==> images/density.png <==
The die is cut into 12 by 14 equal tiles; dark blue is low, red is high, 0 to 100% covered.
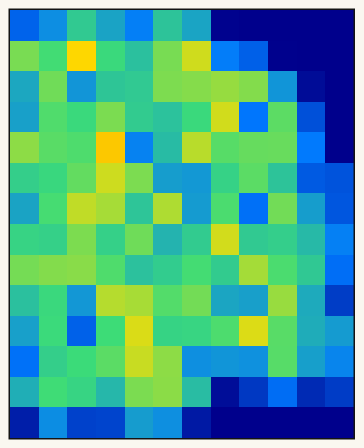
==> images/final_congestion.png <==
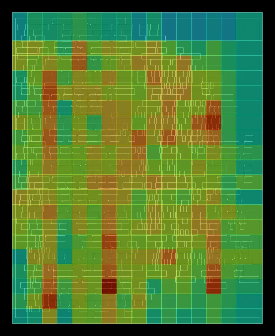
==> images/metal_stack.png <==
The bar under the picture is 20 um long.
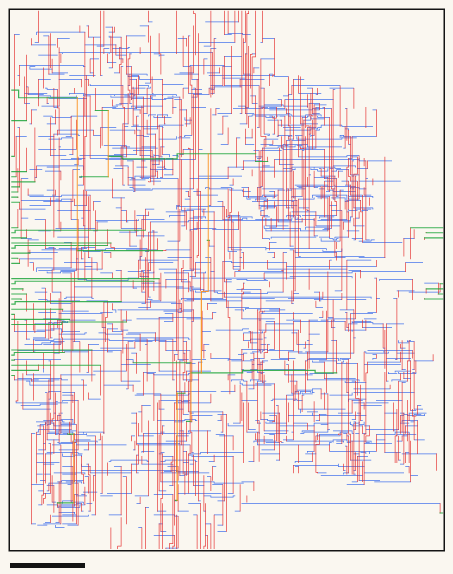
$ cat config.mk
export PLATFORM = sky130hd
export DESIGN_NAME = seg_scan_driver
export DESIGN_NICKNAME = d
export VERILOG_FILES = /design/src/rtl/seg_scan_driver.sv
export SDC_FILE = /design/constraint.sdc
export NUM_CORES = 1
export LEC_CHECK = 0
export CAP_MARGIN = 15
export CELL_PAD_IN_SITES_DETAIL_PLACEMENT = 1
export CELL_PAD_IN_SITES_GLOBAL_PLACEMENT = 1
export CORE_ASPECT_RATIO = 1.25
export CORE_UTILIZATION = 35
export DETAILED_ROUTE_END_ITERATION = 7
export PLACE_DENSITY = 0.62
export SYNTH_ARGS = -nofsm -noshare
export SYNTH_HDL_FRONTEND = slang
export SYNTH_SLANG_ARGS = --single-unit
$ cat constraint.sdc
create_clock -name clk -period 11.97 [get_ports clk]
set_input_delay 2.394 -clock clk [delete_from_list [all_inputs] [get_ports clk]]
set_output_delay 2.394 -clock clk [all_outputs]
set_load 0.1 [all_outputs]
$ cat src/rtl/seg_scan_driver.sv
// Multiplexed driver for two 4-digit 7-segment banks: scans digit pairs (sel+4, sel),
// snapshots the character/blink inputs once per frame, and blanks blinking digits.
package seg_scan_pkg;
   typedef enum logic [4:0] {
      CHAR_0   = 5'd0,
      CHAR_1   = 5'd1,
      CHAR_2   = 5'd2,
      CHAR_3   = 5'd3,
      CHAR_4   = 5'd4,
      CHAR_5   = 5'd5,
      CHAR_6   = 5'd6,
      CHAR_7   = 5'd7,
      CHAR_8   = 5'd8,
      CHAR_9   = 5'd9,
      CHAR_A   = 5'd10,
      CHAR_B   = 5'd11,
      CHAR_C   = 5'd12,
      CHAR_D   = 5'd13,
      CHAR_E   = 5'd14,
      CHAR_F   = 5'd15,
      CHAR_H   = 5'd16,
      CHAR_BLK = 5'd31
   } code_t;
endpackage

module seg_scan_driver
   import seg_scan_pkg::*;
#(
   parameter int unsigned SCAN_DIV  = 25_000,
   parameter int unsigned BLINK_DIV = 25_000_000,
   parameter int unsigned GUARD     = 2
) (
   input  logic       clk,
   input  logic       rst_n,
   input  code_t      seg_data [7:0],
   input  logic [7:0] seg_blink,
   output logic [7:0] seg_an,
   output logic [7:0] seg_l,
   output logic [7:0] seg_r
);

   localparam int unsigned SW = (SCAN_DIV  > 1) ? $clog2(SCAN_DIV)  : 1;
   localparam int unsigned BW = (BLINK_DIV > 1) ? $clog2(BLINK_DIV) : 1;

   logic [SW-1:0] slot_cnt_q, slot_cnt_d;
   logic [1:0]    sel_q, sel_d;
   logic [BW-1:0] blink_cnt_q, blink_cnt_d;
   logic          blink_phase_q, blink_phase_d;
   logic          valid_q, valid_d;
   code_t         shadow_q [7:0];
   code_t         shadow_d [7:0];
   logic [7:0]    shblink_q, shblink_d;
   logic [7:0]    an_q, an_d;
   logic [7:0]    l_q, l_d;
   logic [7:0]    r_q, r_d;

   logic          slot_wrap, frame_wrap, blink_wrap;
   logic [2:0]    l_idx, r_idx;

   function automatic logic [7:0] decode(input code_t c);
      logic [7:0] s;
      case (c)
         CHAR_0:  s = 8'h3F;
         CHAR_1:  s = 8'h06;
         CHAR_2:  s = 8'h5B;
         CHAR_3:  s = 8'h4F;
         CHAR_4:  s = 8'h66;
         CHAR_5:  s = 8'h6D;
         CHAR_6:  s = 8'h7D;
         CHAR_7:  s = 8'h07;
         CHAR_8:  s = 8'h7F;
         CHAR_9:  s = 8'h6F;
         CHAR_A:  s = 8'h77;
         CHAR_B:  s = 8'h7C;
         CHAR_C:  s = 8'h39;
         CHAR_D:  s = 8'h5E;
         CHAR_E:  s = 8'h79;
         CHAR_F:  s = 8'h71;
         CHAR_H:  s = 8'h76;
         default: s = 8'h00;
      endcase
      return s;
   endfunction

   always_comb begin
      slot_wrap   = (slot_cnt_q == SW'(SCAN_DIV - 1));
      frame_wrap  = slot_wrap && (sel_q == 2'd3);
      blink_wrap  = (blink_cnt_q == BW'(BLINK_DIV - 1));

      slot_cnt_d  = slot_wrap ? '0 : slot_cnt_q + 1'b1;
      sel_d       = slot_wrap ? sel_q + 2'd1 : sel_q;
      blink_cnt_d = blink_wrap ? '0 : blink_cnt_q + 1'b1;
      blink_phase_d = blink_phase_q ^ blink_wrap;

      shadow_d    = shadow_q;
      shblink_d   = shblink_q;
      if (frame_wrap) begin
         shadow_d  = seg_data;
         shblink_d = seg_blink;
      end
      // Anodes stay dark until the first snapshot so the blank power-up frame shows nothing.
      valid_d     = valid_q | frame_wrap;
   end

   // Output registers are fed from next-state values so they track the new slot on its first cycle.
   always_comb begin
      l_idx = {1'b1, sel_d};
      r_idx = {1'b0, sel_d};
      l_d   = (blink_phase_d && shblink_d[l_idx]) ? '0 : decode(shadow_d[l_idx]);
      r_d   = (blink_phase_d && shblink_d[r_idx]) ? '0 : decode(shadow_d[r_idx]);
      if (!valid_d || (slot_cnt_d < SW'(GUARD))) begin
         an_d = '0;
      end else begin
         an_d = (8'h01 << l_idx) | (8'h01 << r_idx);
      end
   end

   always_ff @(posedge clk or negedge rst_n) begin
      if (!rst_n) begin
         slot_cnt_q    <= '0;
         sel_q         <= '0;
         blink_cnt_q   <= '0;
         blink_phase_q <= 1'b0;
         valid_q       <= 1'b0;
         shadow_q      <= '{default: CHAR_BLK};
         shblink_q     <= '0;
         an_q          <= '0;
         l_q           <= '0;
         r_q           <= '0;
      end else begin
         slot_cnt_q    <= slot_cnt_d;
         sel_q         <= sel_d;
         blink_cnt_q   <= blink_cnt_d;
         blink_phase_q <= blink_phase_d;
         valid_q       <= valid_d;
         shadow_q      <= shadow_d;
         shblink_q     <= shblink_d;
         an_q          <= an_d;
         l_q           <= l_d;
         r_q           <= r_d;
      end
   end

   assign seg_an = an_q;
   assign seg_l  = l_q;
   assign seg_r  = r_q;

endmodule

==> qor.yml <==
flop_cell: "dfrtp_1"
hold_end: "shblink_q[2]$_DFF_PN0_"
finalClockPeriodUsage_pct: 40.1
ios: 74
logic_area_um2: 2680
max_stage_delay_ps: 960
outcome: "completed"
drive_above_1_share_pct: 25.9
peakVddDrop_mv: 0.0782
grt_setup_unrepaired: "false"
hold_viol: 0
top_cell_area_share_pct: 31.0
n_antenna_cell: 0
numPortBuffers: 71
dr.first_iter.drc_count: 115
critical_path_buf_inv_count: 1
end_kind: "register"
dpl_cell_area_um2: 6540
regArea_um2: 2800
worst-r2r-cell-count: 11
ys_sh_aoi_pct: 4.69
top_layer: "met4"
final_nets: 612
final_cell_mix: "dfrtp_1, clkdlybuf4s50_1, mux2_2"
setup_violations: 0
met2WireLength_um: 6160
syn_avg_cell_area_um2: 11.7
max_freq_ghz: 0.209
start_kind: "register"
yosysTopAreaCell: "dfrtp_1"
seq_share_pct: 40.9
drc: 0
critPathLaunch: "slot_cnt_q[0]$_DFF_PN0_"
power.leakage_nw: 2.95
antenna_left: 0
dp.cells: 748
insertion_delay_ps: 350
synth-seq-cells: 110
warnings: 36
clk_path_buf_depth: 2
## Picture notes: density.png
- emptiest ninth of the die: top right
- densest ninth of the die: left middle
- nearly empty tiles: 9.5%
fp_density: 36.0%
Core ar.: 15700 um^2
post-layout util: 43.7%

## Picture notes: final_congestion.png
met2 usage: 27.5%
global route hottest layer: met2
global routing usage on met3: 4.61%
wire length per cell: 15.9 um

## Picture notes: metal_stack.png
- met1: blue (wire length 5240 um)
- met3: green (wire length 565 um)
- met4: orange (wire length 181 um)
- met2: red (wire length 6160 um)
Global Route Usage Sum: 16.3%
DRT Wirelength: 12200 um
vias post-DR: 3743

